<file path="src/rtl/mem_ref_sequencer.sv">
// mem_ref_sequencer: control-step FSM for fetch and ld/ldi/st/addi execute,
// with configurable memory wait states and run/stop back-to-back execution.
module mem_ref_sequencer #(
  parameter int         MEM_WAIT = 0,
  parameter logic [4:0] OP_LD    = 5'b00000,
  parameter logic [4:0] OP_LDI   = 5'b00001,
  parameter logic [4:0] OP_ST    = 5'b00010,
  parameter logic [4:0] OP_ADDI  = 5'b00011,
  parameter logic [4:0] ALU_ADD  = 5'b00011
) (
  input  logic       Clock,
  input  logic       clear,
  input  logic       run,
  input  logic [4:0] ir_op,
  output logic       PCout,
  output logic       MARin,
  output logic       IncPC,
  output logic       ZHighin,
  output logic       Zlowin,
  output logic       Zlowout,
  output logic       PCin,
  output logic       Read,
  output logic       Write,
  output logic       MDRin,
  output logic       MDRout,
  output logic       IRin,
  output logic       Gra,
  output logic       Grb,
  output logic       Rin,
  output logic       Rout,
  output logic       BAOut,
  output logic       Yin,
  output logic       Cout,
  output logic [4:0] op,
  output logic [3:0] step,
  output logic       busy,
  output logic       instr_done,
  output logic       illegal
);
  typedef enum logic [3:0] {T0, T1, T2, T3, T4, T5, T6, T7, IDLE, HALT} state_t;
  localparam logic [3:0] W = 4'(MEM_WAIT);
  state_t state, next;
  logic [3:0] cnt;
  logic [7:0] t;
  logic is_ld, is_ldi, is_st, is_addi, short_op, legal, first;
  assign is_ld    = ir_op == OP_LD;
  assign is_ldi   = ir_op == OP_LDI;
  assign is_st    = ir_op == OP_ST;
  assign is_addi  = ir_op == OP_ADDI;
  assign short_op = is_ldi | is_addi;
  assign legal    = is_ld | is_st | short_op;
  // counter is reloaded on every state change, so it equals W only in the first cycle of a held step
  assign first      = cnt == W;
  assign busy       = state != IDLE && state != HALT;
  assign illegal    = state == HALT;
  assign step       = busy ? state : 4'hF;
  assign t          = busy ? 8'b1 << state : 8'b0;
  assign instr_done = (t[5] & short_op) | (t[7] & (!is_st | cnt == 4'd0));
  always_ff @(posedge Clock or posedge clear) begin
    if (clear) begin
      state <= IDLE;
      cnt   <= '0;
    end else begin
      state <= next;
      cnt   <= (next != state) ? W : (cnt != 4'd0 ? cnt - 4'd1 : 4'd0);
    end
  end
  always_comb begin
    next = state;
    if (instr_done) next = run ? T0 : IDLE;
    else case (state)
      IDLE:    next = run ? T0 : IDLE;
      T0:      next = T1;
      T1:      next = cnt == 4'd0 ? T2 : T1;
      T2:      next = T3;
      T3:      next = legal ? T4 : HALT;
      T4:      next = T5;
      T5:      next = T6;
      T6:      next = (is_st || cnt == 4'd0) ? T7 : T6;
      default: next = state;
    endcase
  end
  assign PCout   = t[0];
  assign IncPC   = t[0];
  assign ZHighin = t[0] | t[4];
  assign Zlowin  = t[0] | t[4];
  assign MARin   = t[0] | (t[5] & !short_op);
  assign Zlowout = (t[1] & first) | t[5];
  assign PCin    = t[1] & first;
  assign Read    = t[1] | (t[6] & !is_st);
  assign MDRin   = t[1] | t[6];
  assign Write   = t[7] & is_st;
  assign MDRout  = t[2] | (t[7] & !is_st);
  assign IRin    = t[2];
  assign Gra     = (t[5] & short_op) | (t[6] & is_st) | (t[7] & !is_st);
  assign Grb     = t[3] & legal;
  assign Rin     = (t[5] & short_op) | (t[7] & !is_st);
  assign Rout    = (t[3] & is_addi) | (t[6] & is_st);
  assign BAOut   = t[3] & legal & !is_addi;
  assign Yin     = t[3] & legal;
  assign Cout    = t[4];
  assign op      = t[4] ? ALU_ADD : 5'b00000;
endmodule

</file>
<file path="config.mk">
export PLATFORM = sky130hd
export DESIGN_NAME = mem_ref_sequencer
export DESIGN_NICKNAME = d
export VERILOG_FILES = /design/src/rtl/mem_ref_sequencer.sv
export SDC_FILE = /design/constraint.sdc
export NUM_CORES = 1
export LEC_CHECK = 0
export CORE_UTILIZATION = 45
export DETAILED_ROUTE_END_ITERATION = 8
export PLACE_DENSITY = 0.84
export SYNTH_ARGS = -nofsm -noshare
export SYNTH_HDL_FRONTEND = slang
export SYNTH_SLANG_ARGS = --single-unit
</file>
<file path="constraint.sdc">
create_clock -name Clock -period 6.5 [get_ports Clock]
set_input_delay 1.95 -clock Clock [delete_from_list [all_inputs] [get_ports Clock]]
set_output_delay 1.95 -clock Clock [all_outputs]
set_load 0.03 [all_outputs]
</file>
m2.png
Scale: 8 px per um. Cells faint in the background.
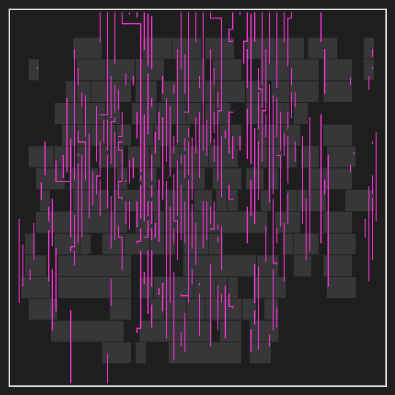
The layer carries 1160 um of wire. 134 nets have wire on it.

clock_wires.png
Scale: 12 px per um.
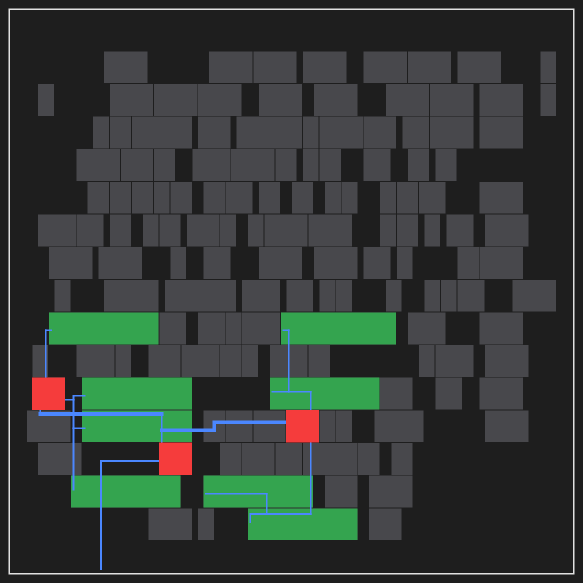
Key: flip-flops = green [count 8]; clock wires = blue [length 89.2 um]; clock-net drivers = red [count 3]
There are 4 routed clock nets.

clock_nets.png
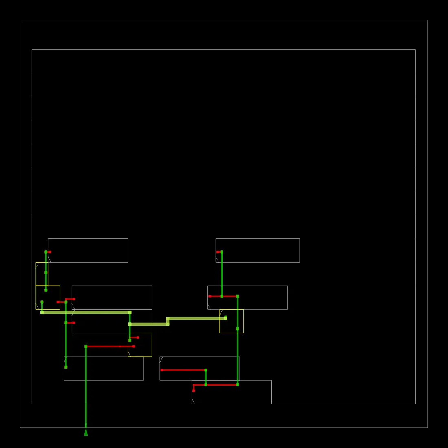
flip-flops: 8
P_clk: 39.4 uW
clock skew: 0.000808 ns
CLK BUF: 4
Num CTS Buffers: 3

==> qor.txt <==
Overflow after GRT: 0
Post-Place Cells: 165
Clk_lat worst skew: 0.25 ns
Worst min-delay path category: flip-flop to flip-flop
Part of the cycle the worst path needs: 94.5%
Cells after Synth: 119
CTS Sinks: 8
Detailed placement HPWL: 1740 um
Hold WS: 0.551 ns
Mux share: 2.20%
Ports: 39
Leakage: 0.000494 uW
Async SR Flop Fraction: 100%
Final antenna-violating net count: 0
Worst Max-Slew Pin Slew: 0.544 ns
H-Tree Depth: 1
Cell Type Count: 52
Synth area leader: dfrtp_1
Top_reg_cell synth: dfrtp_1
Final setup fails: 0
Placer Congestion: 0.894
CP arrival: 4.19 ns
Core area: 0.00180 mm2
Xor/xnor share: 0%
Final TNS setup: 0 ns
Die Y-Extent: 46.9 um
Fin cells: 169
Synthesized area: 908 um2
Slew HR: 63.8%
Initial antenna violation count: 0
Chip area: 0.00220 mm2
P&R area growth vs syn: 32.2%
# port buffers: 35
Final core occ: 66.7%
Max-cap viol count: 0
Final hold vios: 0
Detailed-route wire length per cell: 13.3 um
Clk slew on worst S/H paths: 0.05 ns
Post-Route WL: 2250 um
Pwr dens: 424 mW/mm2
DRC Markers: 0
Die width: 46.9 um
Pre-CTS setup slack: 0.366 ns
Vias in the first global route: 814
Filler Cell Count: 164
Gr usage total: 22.2%
Pin count of the biggest net entering global routing: 20
Pre-Repair DR Iteration Count: 4
# Cells Yosys: 119
Setup CP Type: input pin to output pin
Vias per std cell: 5.55
AND/OR/NAND/NOR Cells, Area Fraction: 36.6%
Yosys reg bits: 8
# hold bufs at CTS: 0
Register share after synthesis: 22.2%
Compound Share, Synth: 20.0%
Initial DRC count: 31
Status: completed
Ys Warns: 0
Clock Path Buffers: 2
Top logic family: simple AND/OR/NAND/NOR gates
Placed cell area: 0.00117 mm2
Post-CTS Setup Inserts: 0
Req. time, crit path: 4.55 ns
FMAX: 163 MHz
FP Util: 50.4%
Post-synth EDFFs: 0
Unrepaired setup endpoints after global routing: false
CP Max Fanout: 4
Power, Total: 509 uW
Commonest Layout Cell: clkdlybuf4s50_1
PostCTS Resize Cnt: 0
Yosys chip area: 908 um2
# rows: 15
[worst max-delay path: stages]
cell and delay (ns):
clkdlybuf4s50_1 0.46, or3_2 0.54, or2_1 0.28, nor2_1 0.12, and3_1 0.17, clkdlybuf4s50_1 0.66
[final cells by class]
type / count / area share, %
sequential: 8 / 16.8
tap: 25 / 2.60
timing repair buffer: 35 / 29.2
inverter: 9 / 2.81
multi-input combinational: 88 / 46.5
clock buffer: 4 / 2.19
[Yosys cell counts, types with 2 or more instances]
| library cell | instances |
|---|---|
| a211oi_1 | 3 |
| a21oi_1 | 11 |
| a31oi_1 | 2 |
| and3_1 | 3 |
| buf_4 | 9 |
| buf_6 | 2 |
| clkbuf_1 | 3 |
| dfrtp_1 | 7 |
| inv_1 | 7 |
| mux2i_1 | 2 |
| nand2_1 | 11 |
| nand3_1 | 3 |
| nor2_1 | 7 |
| nor3_1 | 8 |
| nor4_1 | 2 |
| or3_1 | 2 |
| or3_2 | 2 |
[worst paths after layout]
kind	startpoint	endpoint	slack, ns	cells after the start
setup / recovery	ir_op[4]	Write	0.36	6
hold / removal	cnt[0]	cnt[0]	0.55	2
setup reg to reg	cnt[0]	cnt[3]	4.44	7
hold reg to reg	cnt[0]	cnt[0]	0.55	2
max in group asynchronous	clear	state[3]	4.27	2
min in group asynchronous	clear	cnt[3]	1.94	2
[state kept, by name, summed over array words and instances, names as in the netlist]
| name | flops |
|---|---|
| cnt | 4 |
| state | 4 |
[per-layer routing]
metal	GRT usage (%)	vias to the layer above	wire [um]
li1	-	463	-
met1	29.2	438	973
met2	38.1	37	1160
met3	3.85	0	120
met4	5.14	0	0
met5	0	-	0
[power by group]
part / switching, uW / internal, uW
Clock: 16.0 / 23.4
Combinational: 208 / 141
Sequential: 56.2 / 64.5
Power and IR drop assume default switching activity.
